`src/rtl/uart_pkg.sv`:
```
// Shared definitions for the UART receive path: FSM state encoding and frame constants.
package uart_pkg;

  localparam int UART_DATA_BITS   = 8;
  localparam int UART_SYNC_STAGES = 2;

  typedef enum logic [2:0] {
    IDLE,
    START,
    DATA,
    STOP,
    BREAK
  } rx_state_t;

endpackage

```
`src/rtl/uart_rx_sync_if.sv`:
```
// Receiver-side bundle: serial line in, received byte and status strobes out.
interface uart_rx_sync_if;
  import uart_pkg::*;

  logic                      rx;
  logic [UART_DATA_BITS-1:0] data_out;
  logic                      data_valid;
  logic                      frame_err;
  logic                      busy;

  modport master (
    input  rx,
    output data_out,
    output data_valid,
    output frame_err,
    output busy
  );

  modport slave (
    output rx,
    input  data_out,
    input  data_valid,
    input  frame_err,
    input  busy
  );

endinterface

```
`src/rtl/sync_2ff.sv`:
```
// Two-flop synchroniser for a single asynchronous input; reset level is a parameter
// so idle-high lines do not see a false edge when reset releases.
module sync_2ff
  import uart_pkg::*;
#(
  parameter logic RST_VAL = 1'b0
) (
  input  logic clk,
  input  logic rst_n,
  input  logic d,
  output logic q
);

  logic [UART_SYNC_STAGES-1:0] ff;

  always_ff @(posedge clk or negedge rst_n) begin
    if (!rst_n) begin
      ff <= {UART_SYNC_STAGES{RST_VAL}};
    end else begin
      ff <= {ff[UART_SYNC_STAGES-2:0], d};
    end
  end

  assign q = ff[UART_SYNC_STAGES-1];

endmodule

```
`src/rtl/uart_rx_sync.sv`:
```
// 8N1 UART receiver: synchronised rx, mid-bit sampling, one-cycle valid / framing-error strobes.
//
// state | meaning
// IDLE  | line idle, waiting for a falling edge on rx_s
// START | counting to mid start bit to reject glitches
// DATA  | sampling 8 data bits LSB first, one per bit period
// STOP  | waiting for mid stop bit; high = good frame, low = framing error
// BREAK | line stuck low after a framing error; wait for it to return high
module uart_rx_sync
  import uart_pkg::*;
#(
  parameter int CLK_FREQ = 10_000_000,
  parameter int BAUD     = 9600
) (
  input  logic           clk,
  input  logic           rst_n,
  uart_rx_sync_if.master bus
);

  localparam int CLKS_PER_BIT = CLK_FREQ / BAUD;
  localparam int CNT_W        = $clog2(CLKS_PER_BIT);
  localparam int IDX_W        = $clog2(UART_DATA_BITS);

  localparam logic [CNT_W-1:0] CNT_LAST = CNT_W'(CLKS_PER_BIT - 1);
  localparam logic [CNT_W-1:0] CNT_HALF = CNT_W'((CLKS_PER_BIT - 1) / 2);
  localparam logic [IDX_W-1:0] IDX_LAST = IDX_W'(UART_DATA_BITS - 1);

  if (CLKS_PER_BIT < 4) begin : g_cpb_check
    $error("uart_rx_sync: CLK_FREQ/BAUD must be at least 4");
  end

  logic                      rx_s;
  rx_state_t                 state,     state_nxt;
  logic [CNT_W-1:0]          cnt,       cnt_nxt;
  logic [IDX_W-1:0]          idx,       idx_nxt;
  logic [UART_DATA_BITS-1:0] shift,     shift_nxt;
  logic [UART_DATA_BITS-1:0] data_q,    data_nxt;
  logic                      valid_q,   valid_nxt;
  logic                      err_q,     err_nxt;

  sync_2ff #(.RST_VAL(1'b1)) u_sync_rx (
    .clk   (clk),
    .rst_n (rst_n),
    .d     (bus.rx),
    .q     (rx_s)
  );

  always_ff @(posedge clk or negedge rst_n) begin
    if (!rst_n) begin
      state   <= IDLE;
      cnt     <= '0;
      idx     <= '0;
      shift   <= '0;
      data_q  <= '0;
      valid_q <= 1'b0;
      err_q   <= 1'b0;
    end else begin
      state   <= state_nxt;
      cnt     <= cnt_nxt;
      idx     <= idx_nxt;
      shift   <= shift_nxt;
      data_q  <= data_nxt;
      valid_q <= valid_nxt;
      err_q   <= err_nxt;
    end
  end

  // Baud counter restarts from zero whenever a state (or data bit) begins.
  always_comb begin
    state_nxt = state;
    cnt_nxt   = cnt + 1'b1;
    idx_nxt   = idx;
    shift_nxt = shift;
    data_nxt  = data_q;
    valid_nxt = 1'b0;
    err_nxt   = 1'b0;
    unique case (state)
      IDLE: begin
        cnt_nxt = '0;
        if (!rx_s) begin
          state_nxt = START;
        end
      end
      START: begin
        if (cnt == CNT_HALF) begin
          cnt_nxt   = '0;
          idx_nxt   = '0;
          state_nxt = rx_s ? IDLE : DATA;
        end
      end
      DATA: begin
        if (cnt == CNT_LAST) begin
          cnt_nxt        = '0;
          shift_nxt[idx] = rx_s;
          if (idx == IDX_LAST) begin
            state_nxt = STOP;
          end else begin
            idx_nxt = idx + 1'b1;
          end
        end
      end
      STOP: begin
        if (cnt == CNT_LAST) begin
          cnt_nxt = '0;
          if (rx_s) begin
            data_nxt  = shift;
            valid_nxt = 1'b1;
            state_nxt = IDLE;
          end else begin
            err_nxt   = 1'b1;
            state_nxt = BREAK;
          end
        end
      end
      BREAK: begin
        cnt_nxt = '0;
        if (rx_s) begin
          state_nxt = IDLE;
        end
      end
      default: begin
        cnt_nxt   = '0;
        state_nxt = IDLE;
      end
    endcase
  end

  assign bus.data_out   = data_q;
  assign bus.data_valid = valid_q;
  assign bus.frame_err  = err_q;
  assign bus.busy       = (state != IDLE);

endmodule

```
`src/flat_wrapper.sv`:
```
// flat-port wrapper written by rule: the top's interface ports become plain ports
module uart_rx_sync_flat import uart_pkg::*;
#(
  parameter int CLK_FREQ = 10_000_000,
  parameter int BAUD     = 9600
)
  (clk, rst_n, bus_rx, bus_data_out, bus_data_valid, bus_frame_err, bus_busy);
  uart_rx_sync_if bus_i ();
  input  logic clk;
  input  logic rst_n;
  input wire logic [$bits(bus_i.rx)-1:0] bus_rx;
  output wire logic [$bits(bus_i.data_out)-1:0] bus_data_out;
  output wire logic [$bits(bus_i.data_valid)-1:0] bus_data_valid;
  output wire logic [$bits(bus_i.frame_err)-1:0] bus_frame_err;
  output wire logic [$bits(bus_i.busy)-1:0] bus_busy;
  assign bus_i.rx = bus_rx;
  assign bus_data_out = bus_i.data_out;
  assign bus_data_valid = bus_i.data_valid;
  assign bus_frame_err = bus_i.frame_err;
  assign bus_busy = bus_i.busy;
  uart_rx_sync #(.CLK_FREQ(CLK_FREQ), .BAUD(BAUD)) u_core (.clk(clk), .rst_n(rst_n), .bus(bus_i));
endmodule
```
`config.mk`:
```
export PLATFORM = sky130hd
export DESIGN_NAME = uart_rx_sync_flat
export DESIGN_NICKNAME = d
export VERILOG_FILES = /design/src/rtl/uart_pkg.sv /design/src/rtl/uart_rx_sync_if.sv /design/src/rtl/sync_2ff.sv /design/src/rtl/uart_rx_sync.sv /design/src/flat_wrapper.sv
export SDC_FILE = /design/constraint.sdc
export NUM_CORES = 1
export LEC_CHECK = 0
export ABC_CLOCK_PERIOD_IN_PS = 1930
export CAP_MARGIN = 20
export CORE_MARGIN = 2
export CORE_UTILIZATION = 45
export DETAILED_ROUTE_END_ITERATION = 7
export GPL_ROUTABILITY_DRIVEN = 1
export PLACE_DENSITY_LB_ADDON = 0.1
export SYNTH_ARGS = -nofsm -noshare
export SYNTH_HDL_FRONTEND = slang
export SYNTH_SLANG_ARGS = --single-unit
```
`constraint.sdc`:
```
create_clock -name clk -period 1.93 [get_ports clk]
set_input_delay 0.2895 -clock clk [delete_from_list [all_inputs] [get_ports clk]]
set_output_delay 0.2895 -clock clk [all_outputs]
set_load 0.03 [all_outputs]
```
==> ci_impl_report.md <==
### Yosys + OpenROAD results

| Metric | Value |
|---|---|
| Hold Path Class | `in2async` |
| LEAKAGE | `1.11 nW` |
| Row cnt | `23` |
| Outcome | `complete, no violations` |
| Total power | `1.39 mW` |
| Comb power frac | `1.7%` |
| Adder share | `2.78%` |
| Routed wire length | `3.56 mm` |
| Sw Share | `20.2%` |
| Seq pwr | `780 uW` |
| Xor/xnor share | `4.37%` |
| GP Congestion | `0.850` |
| Post-CTS Hold Fix Bufs | `0` |
| Placed Area | `2160 um^2` |
| Post-synthesis cell area | `1800 um^2` |
| Number of distinct library cells after synthesis | `41` |
| Final hold vios | `0` |
| Clock skew after layout | `5.63 ps` |
| Clock Tree Root | `clkbuf_8` |
| Post-Synth AOI/OAI Area | `2.78%` |
| CP endpoint | `u_core.shift[1]$_DFFE_PN0P_` |
| Cell Chain, Critical Path | `or4_4 -> nor4b_4 -> buf_4 -> nand4_1 -> mux2_4` |
| Antenna cell count | `0` |
| Iteration-0 DRC Markers | `42` |
| Post-synth EDFFs | `0` |
| Synth Instances | `155` |
| Crit path depth | `5` |
| Top cells by count, synth | `dfrtp_1 (35), nor2_1 (18), mux2_2 (10)` |
| Final WS setup | `28.4 ps` |
| Synth-to-Final Area Change | `29.8%` |
| Critical path buffers and inverters | `1` |
| Routed Antenna Nets | `0` |
| Top cells by area, synth | `dfrtp_1 (49%), mux2_2 (6.2%), nor2_1 (3.7%)` |
| Post-Synthesis Mean Instance Area | `11.6 um^2` |
| R2r worst-path depth | `5` |
| Kind of start point of the critical path | `register` |
| # port buffers | `13` |
| Tot GR Track Use | `17.8%` |
| Top delay family on crit path | `simple AND/OR/NAND/NOR gates` |
| P_sw | `280 uW` |
| CTS tree | `yes` |
| Finish-stage setup viols | `0` |
| First-pass GRT wire length | `5.90 mm` |
| Post-Synth Simple-Gate Area | `22.1%` |
| Post-route insts no fill | `248` |
| R2r endpoint | `u_core.shift[1]$_DFFE_PN0P_` |
| Clk_lat worst skew | `290 ps` |
| CP Data Required Time | `2100 ps` |
| Crit-path slowest cell | `or4_4` |
| Top Consumer | `registers` |
| Share of layout cells above drive strength 1 | `35.9%` |
| Initial antenna violation count | `0` |
| Worst-path clk slew | `70 ps` |
| I/O Pins | `14` |
| CTS buffer count | `5` |
| # DRC | `0` |
| Max Cap Viol | `0` |
| Syn Nets | `162` |
| Die area | `4530 um^2` |
| DR vias | `1308` |
| RSZ-0062 raised after global routing | `true` |
| Most frequent cell after synthesis | `dfrtp_1` |
| Clock Power Share | `42.0%` |
| Worst R2R Setup Slack | `30 ps` |
| Final TNS setup | `0 ps` |
| Post-route cell area | `2340 um^2` |
| Global Route met3 Usage | `4.00%` |
| Routed wl met2 | `1.87 mm` |
| Area share, top type | `48.6%` |
| Place WS | `-3.80 ps` |
| Clk pwr | `582 uW` |
| Worst-path fanout max | `7` |
| Die X | `67.3 um` |
| Die height | `67.3 um` |
| Flop pwr share | `56.2%` |
| R2R Path Start | `u_core.cnt[8]$_DFF_PN0_` |
| Main flop type | `dfrtp_1` |
| Slew HR | `45.5%` |
| Detailed-route wire length on metal 1 | `1.55 mm` |
| PD cells | `592 nW/um^2` |
| P_int | `1.11 mW` |
| Min Hold Slack | `95.1 ps` |
| Grt total ovfl | `0` |
| Most frequent cells in the layout | `dfrtp_1 (35), buf_4 (28), nor2_1 (18)` |
| # Cells Yosys | `155` |
-- cell type report --
type / count / area (um^2)
Sequential cell: 37 / 928
Clock inverter: 1 / 5.00
Timing Repair Buffer: 42 / 345
Inverter: 5 / 18.8
Multi-Input combinational cell: 106 / 885
Clock buffer: 7 / 96.3
Tap cell: 50 / 62.6
Fill cell: 336 / 1570
-- what timing repair did --
action | 4_1_cts | 5_1_grt
pin swaps | 2 | 3
gates resized | 2 | 13
cloned | 0 | 0
setup buffers | 0 | 2
endpoints found under the setup margin | 3 | 19
-- registers in the layout (all words and copies together) (netlist names) --
name and count:
u_core.bus.data_valid 1, u_core.bus.data_out 8, u_core.bus.frame_err 1, u_core.idx 3, u_core.shift 8, u_core.state 3
u_core.cnt 11, u_core.u_sync_rx.ff 2
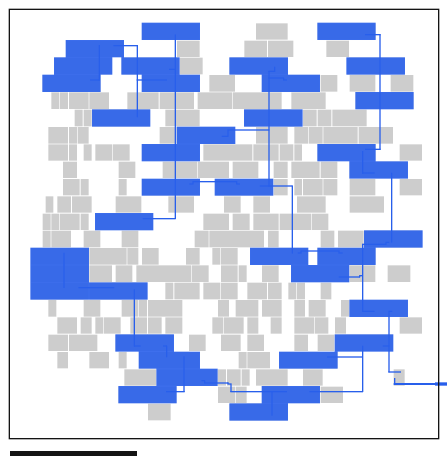
*Wires at chosen ports, followed through buffers*
Bar = 20 um.
| port | color | bits | direction | edge | end cells | wire |
|---|---|---|---|---|---|---|
| rst_n | blue | 1 | input | east | 37 | 274 um |

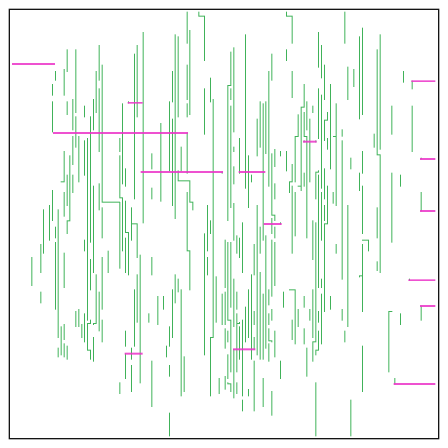
*Signal wires by layer*
Only two layers are drawn.
| layer | color | wire length |
|---|---|---|
| M3 | magenta | 75.9 um |
| M2 | green | 1870 um |

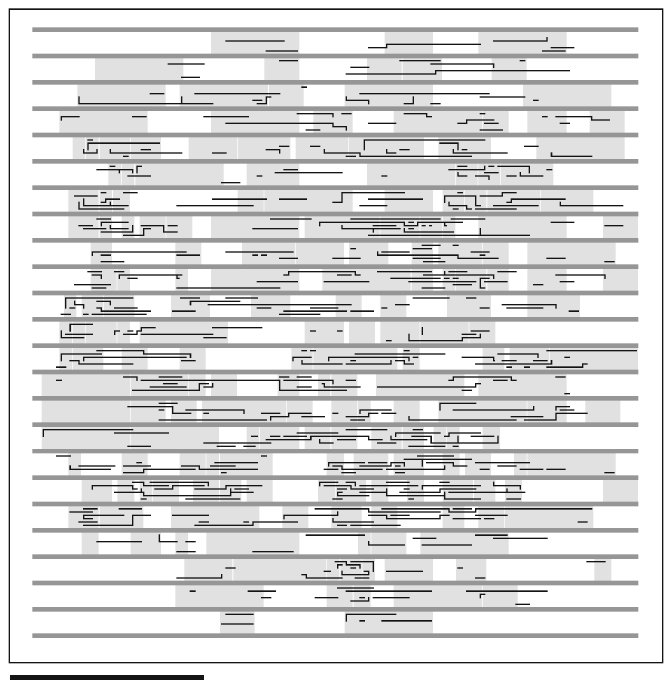
*Signal wires on met1*
Bar = 20 um. Supply wires on this layer in gray. Cells faint in the background.
wire length on this layer: 1550 um
share of all routed wire: 44%

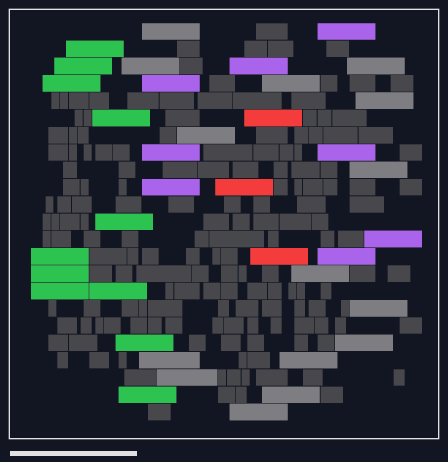
*Sequential cells colored by netlist name*
Bar = 20 um. Other sequential cells in the stronger gray, the rest of the logic in the fainter gray.
| netlist name | color | flops |
|---|---|---|
| u_core.idx | red | 3 |
| u_core.shift | purple | 8 |
| u_core.cnt | green | 11 |

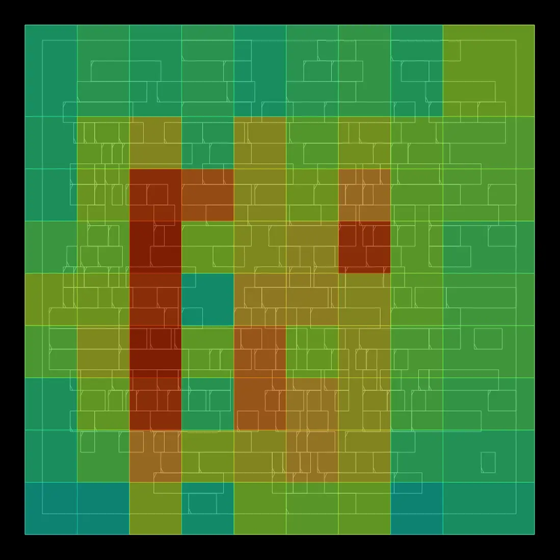
*Routing congestion map*
GR met1 Demand/Resource: 20.9%
final core utilization: 59.8%
Top Usage Layer GRT: met2
WL/cell: 14.3 um
met2 Use GR: 31.1%

Power is estimated from default activity; no workload was simulated.
